==> config.mk <==
export PLATFORM = sky130hd
export DESIGN_NAME = uart_rx_framer
export DESIGN_NICKNAME = d
export VERILOG_FILES = /design/src/rtl/uart_rx_framer.sv
export SDC_FILE = /design/constraint.sdc
export NUM_CORES = 1
export LEC_CHECK = 0
export ABC_CLOCK_PERIOD_IN_PS = 3900
export CAP_MARGIN = 15
export CORE_AREA = 10 10 118 99
export CTS_BUF_LIST = sky130_fd_sc_hd__clkbuf_16
export CTS_CLUSTER_DIAMETER = 120
export DETAILED_ROUTE_END_ITERATION = 10
export DIE_AREA = 0 0 128 109
export DONT_BUFFER_PORTS = 1
export GPL_TIMING_DRIVEN = 0
export MAX_ROUTING_LAYER = met4
export PLACE_DENSITY = 0.69
export SLEW_MARGIN = 20
export SYNTH_ARGS = -nofsm -noshare
export SYNTH_HDL_FRONTEND = slang
export SYNTH_SLANG_ARGS = --single-unit
export TNS_END_PERCENT = 50
==> constraint.sdc <==
create_clock -name clk -period 3.9 [get_ports clk]
set_input_delay 0.78 -clock clk [delete_from_list [all_inputs] [get_ports clk]]
set_output_delay 0.78 -clock clk [all_outputs]
set_load 0.005 [all_outputs]
**Run 1: cell density map**

(3 px per um) The die is cut into 13 by 11 equal tiles; black is low, pale yellow is high, 0 to 100% covered.
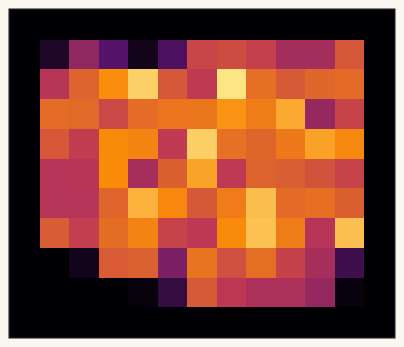
The mean over all tiles is 38%. 34% of the tiles are nearly empty. The fullest tile reaches 94%.
initial standard-cell utilization of the core: 0.532
Final Util: 0.581
core area: 9370 um^2

**Run 1: pin placement**

(3 px per um) Pins as bars across the die edge, other pins in grey.
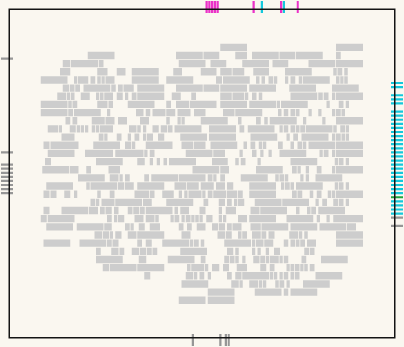
Magenta stands for mosi, pins 8, direction output, edge north. Green stands for wr_en, pins 1, direction output, edge east. Cyan stands for addr, pins 32, direction output, edge 30 east, 2 north.
port buffer count: 0
die height: 109 um
die span in x: 128 um

**Run 1: routed metal, one colour a layer**

(2 px per um)
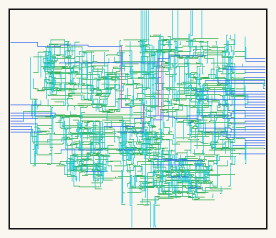
Green stands for metal 1, wire length 4830 um. Magenta stands for metal 4, wire length 102 um. Blue stands for metal 3, wire length 1000 um. Cyan stands for metal 2, wire length 4670 um.
total via count in the routed design: 3639
aggregate global-route resource usage: 0.163
Avg WL per Cell: 16.7 um

**Run 1: clock routing**

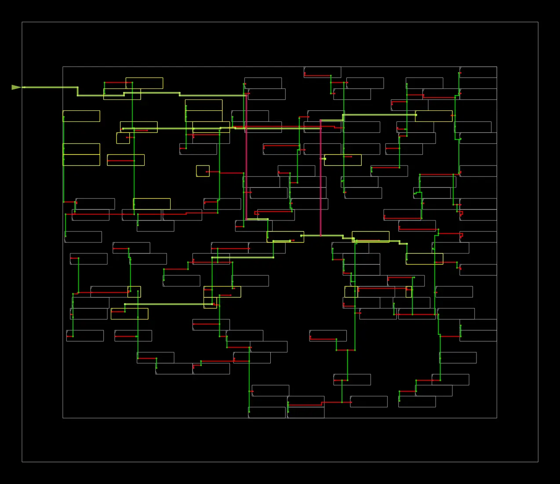
Clk. pwr: 846 uW
worst clock skew on the final layout: 0.00962 ns
sequential cells: 108
number of buffers created by CTS: 9

==> impl_table.tex <==
% Auto-generated results table
\begin{tabular}{lr}
\hline
Metric & Value \\
\hline
\multicolumn{2}{l}{\textbf{Synth}} \\
Share of the synthesized area in the top cell type & 0.527 \\
Cell type with the largest total area & sky130\_fd\_sc\_hd\_\_dfrtp\_1 \\
Number of enable flip-flop cells & 0 \\
Synthesis warning total & 0 \\
Most frequent cells after synthesis & 105 x sky130\_fd\_sc\_hd\_\_dfrtp\_1, 104 x sky130\_fd\_sc\_hd\_\_nand2\_1, 34 x sky130\_fd\_sc\_hd\_\_o21ai\_1 \\
Cell count after synthesis & 500 \\
Seq share, synth & 0.543 \\
Cells in synth\_stat.txt & 500 \\
Yosys synthesis chip area & 4990 um\^{}2 \\
Primary FF master, synth & sky130\_fd\_sc\_hd\_\_dfrtp\_1 \\
Cell with the most instances after synthesis & sky130\_fd\_sc\_hd\_\_dfrtp\_1 \\
Nets at Floorplan & 513 \\
Synth async-reset ratio & 1.00 \\
Syn Std Cell Area & 4990 um\^{}2 \\
Synthesized area per cell & 9.97 um\^{}2 \\
Register bit count reported by yosys & $\sim$110 \\
Cell types occupying the most area after synthesis & sky130\_fd\_sc\_hd\_\_dfrtp\_1 53\%, sky130\_fd\_sc\_hd\_\_nand2\_1 7.8\%, sky130\_fd\_sc\_hd\_\_o21ai\_1 3.4\% \\
Unique cell type count in the Yosys netlist & 48 \\
\multicolumn{2}{l}{\textbf{Final timing}} \\
Least-Margin Pin Slew & 0.838 ns \\
Total of endpoints with negative setup slack in the final report & 0 \\
Final slew viol count & 0 \\
Number of hold violations in the final report & 0 \\
Setup repair after global routing missed its margin & false \\
Top achievable clock speed & 337 MHz \\
Minimum hold slack & between 0.2 and 0.3 ns \\
Minimum period implied by the final worst setup slack & between 2 and 3 ns \\
Relative slew slack & 0.434 \\
\multicolumn{2}{l}{\textbf{Global route}} \\
Wire length of the first global-routing pass & 18100 um \\
Vias in the first global route & roughly 3500 \\
Pin count of the biggest net entering global routing & between 70 and 80 \\
Global-route congestion overflow total & 0 \\
Antenna violations before repair & 0 \\
\multicolumn{2}{l}{\textbf{Placement}} \\
Post-detailed-placement half-perimeter wirelength & 7670 um \\
Post-DP Area & between 5000 and 6000 um\^{}2 \\
Routability-driven placement congestion ratio & 0.828 \\
\multicolumn{2}{l}{\textbf{Pwr}} \\
PnR Total Power & 2.32 mW \\
Leakage power figure & 2.38 nW \\
Cell area power density & 426 nW/um\^{}2 \\
Worst ir drop on vdd & 335 uV \\
\multicolumn{2}{l}{\textbf{Die}} \\
Top-level I/O count & 57 \\
Row count & 32 \\
Chip area & 14000 um\^{}2 \\
\multicolumn{2}{l}{\textbf{Detailed routing}} \\
Vias per cell & 5.73 \\
Detail Route Antenna Nets & 0 \\
Number of detailed-route iterations in the first pass & 5 \\
Final wirelength & 10600 um \\
Post-route DRC & 0 \\
1st-iter DRT viols & 331 \\
\multicolumn{2}{l}{\textbf{Finish}} \\
Diode count & 0 \\
Count of filler cells inserted in the layout & 824 \\
Post-layout net count & 525 \\
Area growth syn-to-layout & 9.11\% \\
Commonest Layout Cell & sky130\_fd\_sc\_hd\_\_dfrtp\_1 \\
Largest register FFs & 32 \\
Post-route cell area & 5440 um\^{}2 \\
Most frequent cells in the layout & 105 x sky130\_fd\_sc\_hd\_\_dfrtp\_1, 104 x sky130\_fd\_sc\_hd\_\_nand2\_1, 34 x sky130\_fd\_sc\_hd\_\_o21ai\_1 \\
\multicolumn{2}{l}{\textbf{Setup path}} \\
Maximum fanout count along the critical path & 10 \\
Buffers \& Inverters on Critical Path & 3 \\
Endpoint kind of the worst setup timing path & flop \\
Register-to-register setup slack & 0.93 ns \\
Critical path data required time & about 4.1 ns \\
Delay of the slowest critical-path stage & between 0.6 and 0.7 ns \\
Critical path, cell by cell & inv\_1, ha\_1, clkbuf\_1, nand2\_1, nor4\_1, clkbuf\_1, nand3\_1, o311ai\_0 \\
Startpoint Class & flop \\
Cell depth of the worst flop-to-flop path & 8 \\
Arrival @ worst endpoint & 3.20 ns \\
Critical Setup Path Class & flop to flop \\
Critical path depth in cells & 8 \\
Dominant delay contributor by cell family on the critical path & simple AND/OR/NAND/NOR gates \\
Cell mode on critical path & sky130\_fd\_sc\_hd\_\_clkbuf\_1 \\
Cell with the largest stage delay on the worst path & sky130\_fd\_sc\_hd\_\_nor4\_1 \\
\multicolumn{2}{l}{\textbf{Clock tree}} \\
Max H-tree Level & 3 \\
Number of clock sinks & 108 \\
CTS hold repair buffers & 0 \\
Post-CTS Setup Bufs & 0 \\
Deepest clock path buffer count & 2 \\
TritonCTS clock tree & built \\
Clk slew on worst S/H paths & 0.07 ns \\
Post-CTS resize count & 0 \\
Root buffer cell & sky130\_fd\_sc\_hd\_\_clkbuf\_16 \\
Clk ins delay skew pair & 0.35 ns \\
\multicolumn{2}{l}{\textbf{Worst hold path}} \\
Hold Path Class & input port to async pin \\
\multicolumn{2}{l}{\textbf{Status}} \\
Outcome & finished clean \\
\multicolumn{2}{l}{\textbf{Flow run}} \\
Tool warning count & 30 \\
Max capacitance violation total & 0 \\
\hline
\end{tabular}
-- run 1: cells by family (layout without fill, tap and decap cells) --
family / count (synthesis) / in the layout / synth area share
AND-OR/OR-AND: 105 / 105 / 0.126
XOR/XNOR: 2 / 2 / 0.00351
adder cells (fa/ha/maj): 10 / 10 / 0.0251
buffers and inverters: 33 / 49 / 0.0286
flip-flops: 108 / 108 / 0.543
multiplexers: 26 / 26 / 0.0632
AND/OR/NAND/NOR: 216 / 216 / 0.211
-- run 1: per-stage QoR --
| step | worst slack, ns | std cells | TNS, ns |
|---|---|---|---|
| final | 0.928 | 635 | 0 |
| after CTS | 0.977 | 635 | 0 |
| after global routing | 0.631 | 635 | 0 |
| after floorplan | 0.279 | 500 | 0 |
| after detailed placement | 0.959 | 620 | 0 |
| after global placement | -0.775 | 619 | -80.61 |
-- run 1: layer usage --
layer  up-vias  GRT usage  share of wire
li1       1774          -              -
met1      1766      0.207           0.46
met2        89      0.238           0.44
met3        10     0.0689          0.094
met4         0     0.0361         0.0096
met5         -          -              0
-- run 1: area by class of cell --
type | count | area (um^2) | share of cell area
clock inverters | 6 | 47.5 | 0.00874
flip-flops and latches | 108 | 2710 | 0.497
inverters | 14 | 57.6 | 0.0106
well taps | 119 | 149 | 0.0274
repair buffers | 1 | 27.5 | 0.00506
plain buffers | 19 | 90.1 | 0.0166
clock buffers | 9 | 225 | 0.0414
multi-input cells | 359 | 2140 | 0.393
-- run 1: power breakdown --
| part | total (mW) | switching, mW | leakage [nW] | internal [mW] |
|---|---|---|---|---|
| Clock | 0.846 | 0.410 | 0.134 | 0.437 |
| Sequential | 1.20 | 0.0440 | 1.49 | 1.15 |
| Combinational | 0.276 | 0.175 | 0.751 | 0.100 |
| Total | 2.32 | 0.629 | 2.38 | 1.69 |
Power is estimated from default activity; no workload was simulated.
